File: config.mk
export PLATFORM = sky130hd
export DESIGN_NAME = rr_arb4
export DESIGN_NICKNAME = d
export VERILOG_FILES = /design/src/rtl/rr_arb_pkg.sv /design/src/rtl/rr_pick4.sv /design/src/rtl/rr_arb4.sv
export SDC_FILE = /design/constraint.sdc
export NUM_CORES = 1
export LEC_CHECK = 0
export CAP_MARGIN = 20
export CORE_AREA = 2 2 39 41
export DETAILED_ROUTE_END_ITERATION = 7
export DIE_AREA = 0 0 41 43
export GPL_ROUTABILITY_DRIVEN = 0
export MAX_ROUTING_LAYER = met4
export SETUP_SLACK_MARGIN = 0.3
export SYNTH_ARGS = -nofsm -noshare
export SYNTH_HDL_FRONTEND = slang
export SYNTH_SLANG_ARGS = --single-unit
File: constraint.sdc
create_clock -name clk -period 1.78 [get_ports clk]
set_input_delay 0.356 -clock clk [delete_from_list [all_inputs] [get_ports clk]]
set_output_delay 0.356 -clock clk [all_outputs]
set_load 0.01 [all_outputs]
File: src/rtl/rr_arb_pkg.sv
// ============================================================================
// rr_arb_pkg : shared constants and state encoding for the rr_arb4 arbiter
// Revision   : 1.0
// ============================================================================
`default_nettype none

package rr_arb_pkg;

  localparam int N_REQ        = 4;
  localparam int MAX_HOLD_DEF = 15;

  typedef enum logic [0:0] {
    ST_IDLE  = 1'b0,
    ST_GRANT = 1'b1
  } state_t;

endpackage

`default_nettype wire

File: src/rtl/rr_pick4.sv
// ============================================================================
// rr_pick4 : combinational rotated-priority search, starting after 'last'
// Revision : 1.0
// ============================================================================
`default_nettype none

module rr_pick4
  import rr_arb_pkg::*;
(
  input  logic [N_REQ-1:0] req,
  input  logic [1:0]       last,
  output logic             found,
  output logic [1:0]       idx
);

  logic [1:0] cand;

  // Walk from the lowest priority up so the highest-priority hit overwrites.
  always_comb begin
    found = 1'b0;
    idx   = 2'd0;
    cand  = 2'd0;
    for (int k = N_REQ; k >= 1; k--) begin
      cand = last + 2'(k);
      if (req[cand]) begin
        found = 1'b1;
        idx   = cand;
      end
    end
  end

endmodule

`default_nettype wire

File: src/rtl/rr_arb4.sv
// ============================================================================
// rr_arb4  : 4-way round-robin arbiter with grant hold; optional hold timeout
//            compiled in with macro RR_ARB4_TIMEOUT_EN
// Revision : 1.0
// ============================================================================
`default_nettype none

module rr_arb4
  import rr_arb_pkg::*;
#(
  parameter int MAX_HOLD = MAX_HOLD_DEF
) (
  input  logic             clk,
  input  logic             rst,
  input  logic [N_REQ-1:0] req,
  output logic [N_REQ-1:0] gnt,
  output logic [1:0]       gnt_idx,
  output logic             gnt_vld,
  output logic             tmo
);

  if (MAX_HOLD < 2 || MAX_HOLD > 255) begin : g_bad_max_hold
    $error("rr_arb4: MAX_HOLD out of range 2..255");
  end

  state_t           state, state_nx;
  logic [N_REQ-1:0] gnt_nx;
  logic [1:0]       gnt_idx_nx;
  logic [1:0]       last, last_nx;
  logic             hold;
  logic             revoke;
  logic [N_REQ-1:0] pick_req;
  logic             pick_found;
  logic [1:0]       pick_idx;

  // A revoked owner is masked out of the arbitration at the revoking edge.
  assign hold     = (state == ST_GRANT) && req[gnt_idx] && !revoke;
  assign pick_req = revoke ? (req & ~gnt) : req;
  assign gnt_vld  = |gnt;

  rr_pick4 u_pick (
    .req   (pick_req),
    .last  (last),
    .found (pick_found),
    .idx   (pick_idx)
  );

  always_comb begin
    state_nx   = state;
    gnt_nx     = gnt;
    gnt_idx_nx = gnt_idx;
    last_nx    = last;
    if (!hold) begin
      if (pick_found) begin
        state_nx   = ST_GRANT;
        gnt_nx     = N_REQ'(1) << pick_idx;
        gnt_idx_nx = pick_idx;
        last_nx    = pick_idx;
      end else begin
        state_nx   = ST_IDLE;
        gnt_nx     = '0;
        gnt_idx_nx = 2'd0;
      end
    end
  end

  always_ff @(posedge clk or posedge rst) begin
    if (rst) begin
      state   <= ST_IDLE;
      gnt     <= '0;
      gnt_idx <= 2'd0;
      last    <= 2'd3;
    end else begin
      state   <= state_nx;
      gnt     <= gnt_nx;
      gnt_idx <= gnt_idx_nx;
      last    <= last_nx;
    end
  end

`ifdef RR_ARB4_TIMEOUT_EN
  logic [7:0] hold_cnt;
  logic       tmo_r;

  // hold_cnt is zero in the first granted cycle, so MAX_HOLD-1 marks the last one.
  assign revoke = (state == ST_GRANT) && req[gnt_idx] &&
                  (hold_cnt == 8'(MAX_HOLD - 1));
  assign tmo    = tmo_r;

  always_ff @(posedge clk or posedge rst) begin
    if (rst) begin
      hold_cnt <= 8'd0;
      tmo_r    <= 1'b0;
    end else begin
      hold_cnt <= hold ? hold_cnt + 8'd1 : 8'd0;
      tmo_r    <= revoke;
    end
  end
`else
  assign revoke = 1'b0;
  assign tmo    = 1'b0;
`endif

endmodule

`default_nettype wire

Figure 1. Cells by drive strength (run 1).
Scale bar: 10 um.
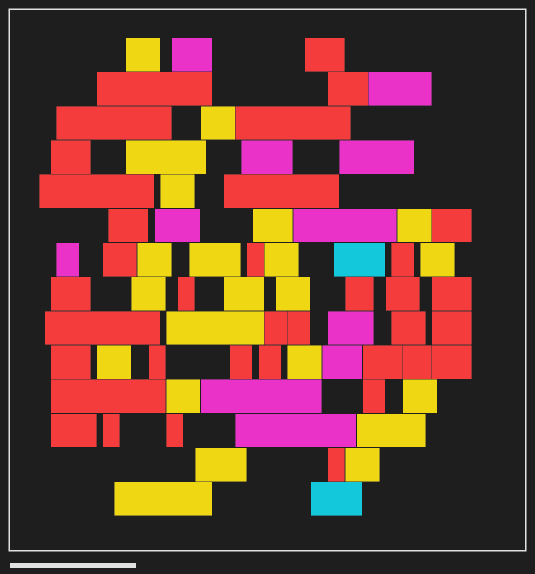
- drive 3 to 4: yellow (cells 22; most used buf_4)
- drive 6 and up: cyan (cells 2; most used buf_6)
- drive 2: magenta (cells 11; most used dfstp_2)
- drive 1 or less: red (cells 36; most used dlygate4sd2_1)

Figure 2. Met1 routing (run 1).
Scale bar: 10 um. Supply wires on this layer in grey. Cells faint in the background.
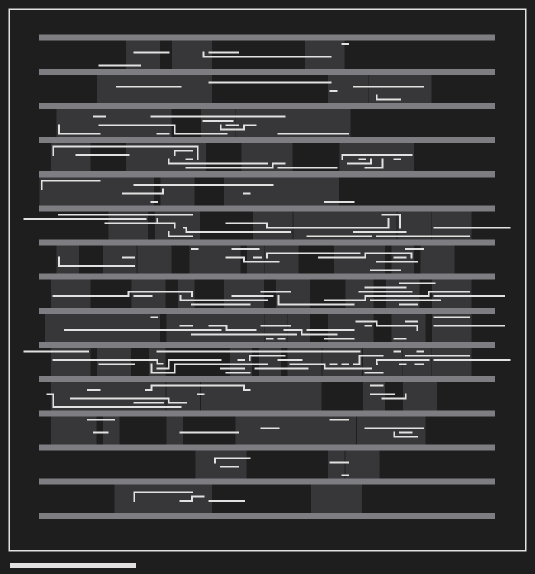
- nets with wire on the layer: 70
- share of all routed wire: 45%
- wire length on this layer: 564 um
- longest straight run: 16.1 um
- main direction: horizontal

Figure 3. Track usage over the die (run 1).
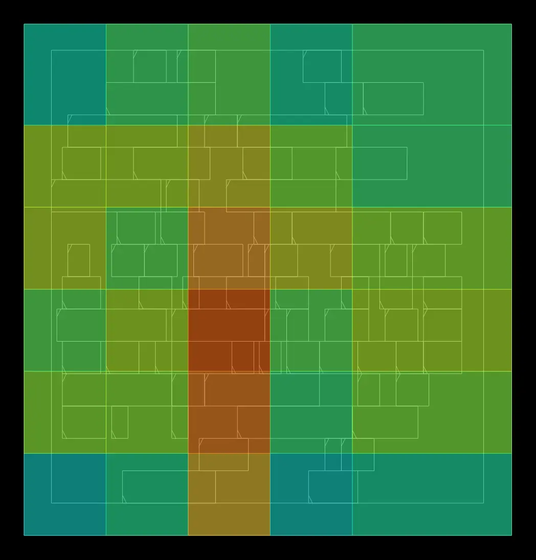
grt met3 use: 0.01571
final core utilization: 0.5714

==> run summary, run 1 <==
crit start category - flip-flop
Port Buffers - 12
Psw - 473.3 uW
root buffer cell - clkbuf_4
Synth area leader - dfrtp_1
vias in the first global route - 436
Max Freq - 612.3 MHz
number of diodes - 0
count of final hold-check violations - 0
number of endpoints failing setup at the final stage - 0
DP Wirelength - 708.2 um
Area growth syn-to-layout - 66.32%
required arrival time at the worst endpoint - 1.42 ns
cell type group with the largest total delay on the critical path - simple AND/OR/NAND/NOR gates
Chip Area, Yosys - 475.5 um^2
result of the run - completed
io pins - 14
setup slack on the worst flop-to-flop path - 0.18 ns
Yosys warnings - 0
Cell Int Power - 832.7 uW
RSZ-0062 raised after global routing - yes
Storage cell area - 227.7 um^2
xor-xnor portion of the synthesized cell area - 0
cell types occupying the most area after synthesis - dfrtp_1 37%, dfstp_2 11%, o21ai_0 5.3%
clock-pin slew on the worst setup and hold paths - 0.06 ns
Peak VDD IR - 0.0007930 V
post-layout total power - 1306 uW
power dissipated in the clock network - 153 uW
area share of the largest cell type after synthesis - 0.3684
total global routing overflow - 0
Non-Clock Inverter Count - 2
NonClk Buf Share - 0.2627
comb. cell area - 301.5 um^2
and-or/or-and share of the synthesized area - 0.2237
adder-cell share of the synthesized area - 0
number of antenna violations at the first check in global routing - 0
Non-Clock Buffer Count - 25
share of power burned in the clock network - 0.117
H-tree Lvls - 1
main power-consuming group - combinational cells
Seq pwr share - 0.282
number of buffers and inverters on the critical path - 1
maximum count of clock buffers along a single path - 2
sequential share of the synthesized area - 0.4789
Routed Antenna Nets - 0
final critical-path setup slack - 0.1467 ns
floorplan core area - 1384 um^2
placement-stage worst setup slack - -0.1474 ns
Crit path arrival time - 1.28 ns
worst min path class - primary input to async pin
Final Skew - 0.004871 ns
logic depth of the worst path, buffers included - 2
Worst Hold Margin - 0.3532 ns
category of the worst setup path capture point - primary output
Slew Viols, Final - 0
basic-gate share of the synthesized area counting and, or, nand and nor cells - 0.1421
share of total power in combinational logic - 0.601
total cell area at the placement stage - 664.4 um^2
max incr delay on CP - 0.51 ns
wire length of the first global-routing pass - 1925 um
RR Startpoint - last[1]$_DFFE_PP1P_
Area-dominant class - multi-input combinational cells
Die H - 43 um
Overall Global Routing Usage - 0.1705
share of total power consumed by net switching - 0.3624
number of logged tool warnings - 29
mi-comb count - 31
dominant logic cell types in the final layout - 11 x buf_4, 10 x dlygate4sd2_1, 7 x dfrtp_1
tally of unique sky130hd cells used after synthesis - 27
seq_cells - 9
worst-path maximum fanout - 2
std cell rows - 14
share of the final layout cell area in sequential cells - 0.2880
clk_buf instances - 4
Critical Setup Path Class - flip-flop to primary output
Register-to-Register Path Depth - 5
Sequential Power - 368 uW
netlist area before placement - 475.5 um^2
number of nets in the final layout - 78
width of the chip - 41 um
area enclosed by the die boundary - 1763 um^2
TNS Setup - 0 ns
TritonCTS Buffers - 3
instance count of the mapped netlist - 43
post-cts repair resize count - 24
top comb family, area - AND-OR/OR-AND gates
==> run 1: sequential cells by signal (all words and copies together), names as in the netlist <==
signal,flops
gnt,4
gnt_idx,2
last,2
state,1
==> run 1: Yosys cell counts, drive strengths merged <==
library cell / count
conb: 1
nor2b: 1
nor4: 1
or2b: 1
o21ai: 5
and3b: 1
mux2: 1
a21oi: 1
mux4: 1
nor2: 1
or4: 1
and2: 1
o22a: 1
mux2i: 1
o31ai: 2
nand2: 3
nand2b: 1
o21a: 1
o32ai: 1
a21o: 1
a22o: 2
a21boi: 1
inv: 2
buf: 2
dfrtp: 7
dfstp: 2
==> run 1: per-layer routing <==
layer	part of all wire	global-route usage	wire length, um
met3	0.027	0.01571	34
met2	0.52	0.2500	650
met4	0.0032	0.1000	4
met1	0.45	0.2203	564
met5	0	-	0
==> inputs of run 2 (changes only) <==
--- a/config.mk
+++ b/config.mk
@@ -11,6 +11,7 @@
 export DIE_AREA = 0 0 41 43
 export GPL_ROUTABILITY_DRIVEN = 0
 export MAX_ROUTING_LAYER = met4
+export REMOVE_ABC_BUFFERS = 1
 export SETUP_SLACK_MARGIN = 0.3
 export SYNTH_ARGS = -nofsm -noshare
 export SYNTH_HDL_FRONTEND = slang
==> run 2 against run 1 <==
Compared with the run above:
- utilization down 3.9 points
- power down 8.3%
- fmax decreased by 0.53%
- sequential cell count unchanged
- combinational power is 14% lower
- clock skew rose by 0.00057 ns
- clock power about the same
- non-clock buffer count is 3 lower
- register-to-register slack better by 0.06 ns
- critical path depth stayed put
- first-iteration DRC count up 80%
- sequential power is 2% higher
==> run summary, run 2 <==
mi-comb count - 31 (unchanged)
crit start category - flip-flop (unchanged)
share of the final layout cell area in sequential cells - 0.3090 (was 0.2880)
largest registers - gnt: 4 flops, gnt_idx: 2 flops, last: 2 flops (unchanged)
Cell Int Power - 765.0 uW (was 832.7 uW)
setup slack on the worst flop-to-flop path - 0.24 ns (was 0.18 ns)
routed length on met1 - 522 um (was 564 um)
Max Freq - 609.0 MHz (was 612.3 MHz)
Worst Hold Margin - 0.3688 ns (was 0.3532 ns)
std cell rows - 14 (unchanged)
number of diodes - 0 (unchanged)
Chip Area, Yosys - 475.5 um^2 (unchanged)
layer with the highest usage - met2 (unchanged)
top metal layer carrying routed signals - met4 (unchanged)
Area growth syn-to-layout - 55.00% (was 66.32%)
power dissipated in the clock network - 151 uW (was 153 uW)
Synth area leader - dfrtp_1 (unchanged)
xor-xnor portion of the synthesized cell area - 0 (unchanged)
floorplan core area - 1384 um^2 (unchanged)
max reg flops - 4 (unchanged)
routing usage on met1 - 0.1953 (was 0.2203)
met2 wire len - 545 um (was 650 um)
routing usage on met2 - 0.2125 (was 0.2500)
tally of unique sky130hd cells used after synthesis - 27 (unchanged)
top comb family, area - AND-OR/OR-AND gates (unchanged)
Post-synth top flop - dfrtp_1 (unchanged)
count of final hold-check violations - 0 (unchanged)
number of antenna violations at the first check in global routing - 0 (unchanged)
Peak VDD IR - 0.001029 V (was 0.0007930 V)
total cell area at the placement stage - 649.4 um^2 (was 664.4 um^2)
H-tree Lvls - 1 (unchanged)
io pins - 14 (unchanged)
number of nets in the final layout - 75 (was 78)
clk_buf instances - 4 (unchanged)
result of the run - completed (unchanged)
vias in the first global route - 418 (was 436)
Final Skew - 0.005442 ns (was 0.004871 ns)
Port Buffers - 12 (unchanged)
Yosys warnings - 0 (unchanged)
number of logged tool warnings - 27 (was 29)
basic-gate share of the synthesized area counting and, or, nand and nor cells - 0.1421 (unchanged)
main power-consuming group - combinational cells (unchanged)
Critical Setup Path Class - flip-flop to primary output (unchanged)
TritonCTS Buffers - 3 (unchanged)
area share of the largest cell type after synthesis - 0.3684 (unchanged)
NonClk Buf Share - 0.2462 (was 0.2627)
grt met3 use - 0.04712 (was 0.01571)
RSZ-0062 raised after global routing - yes (unchanged)
proportion of synthesized flip-flops having asynchronous set or reset - 1.000 (unchanged)
final core utilization - 0.5326 (was 0.5714)
sequential share of the synthesized area - 0.4789 (unchanged)
share of power burned in the clock network - 0.126 (was 0.117)
Psw - 432.7 uW (was 473.3 uW)
post-layout total power - 1198 uW (was 1306 uW)
instance count of the mapped netlist - 43 (unchanged)
width of the chip - 41 um (unchanged)
Top reg by flops - gnt (unchanged)
category of the worst setup path capture point - primary output (unchanged)
top cell types by occurrence after synthesis - 7 x dfrtp_1, 5 x o21ai_0, 3 x nand2_1 (unchanged)
Storage cell area - 227.7 um^2 (unchanged)
Non-Clock Buffer Count - 22 (was 25)
Non-Clock Inverter Count - 2 (unchanged)
and-or/or-and share of the synthesized area - 0.2237 (unchanged)
Crit path arrival time - 1.29 ns (was 1.28 ns)
detailed-routed wire length on met3 - 42 um (was 34 um)
Routed Antenna Nets - 0 (unchanged)
Seq pwr share - 0.312 (was 0.282)
maximum count of clock buffers along a single path - 2 (unchanged)
adder-cell share of the synthesized area - 0 (unchanged)
comb. cell area - 274.0 um^2 (was 301.5 um^2)
worst min path class - primary input to async pin (unchanged)
dominant logic cell types in the final layout - 10 x dlygate4sd2_1, 9 x buf_4, 7 x dfrtp_1 (was 11 x buf_4, 10 x dlygate4sd2_1, 7 x dfrtp_1)
[run 2: cell counts after synthesis]
No cell type changed its count.
[run 2: critical path: cells and delay by family, from the launching register on]
family / cells / cell delay (ns)
DFF: 1 / 0.38
buffers and inverters: 1 / 0.15
and+or+nand+nor: 1 / 0.49
[run 2: stage by stage]
step | setup slack (ns) | std cells
finish | 0.1380 | 84
global route | 0.07732 | 84
CTS | 0.1340 | 84
detailed placement | -0.1905 | 76
global placement | -0.1603 | 76
floorplan | 0.2922 | 41
[run 2: timing repair]
action | CTS | global route
gates resized | 21 | 6
gates cloned | 1 | 0
setup endpoints to repair | 15 | 9
pin swaps | 3 | 3
setup buffers | 3 | 0
Figure 4. Wiring by layer (run 2).
Two of the layers only.
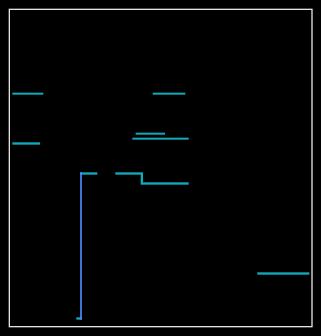
- met4: blue (wire length 19.7 um)
- met3: cyan (wire length 42.6 um)
vias post-DR: 443
Routed WL per cell: 13.45 um
Overall Global Routing Usage: 0.1534
wire length after detailed routing: 1130 um

Figure 5. Cells by drive strength (run 2).
Scale bar: 10 um.
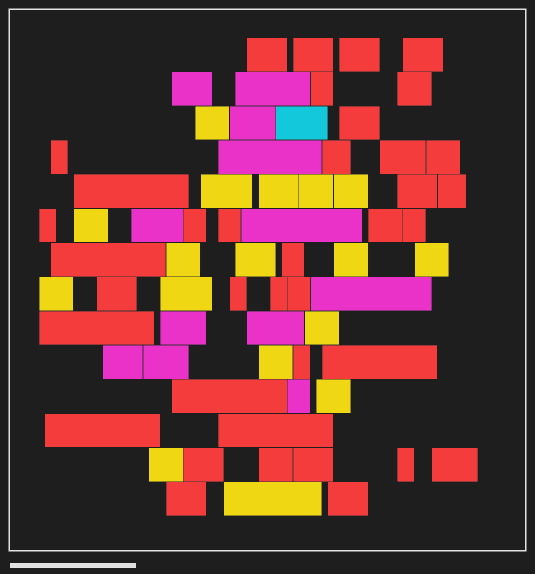
- drive 3 to 4: yellow (cells 17; most used buf_4)
- drive 6 and up: cyan (cells 1; most used buf_6)
- drive 1 or less: red (cells 38; most used dlygate4sd2_1)
- drive 2: magenta (cells 12)

No activity file was given, so power comes from the tool's default toggle rates.
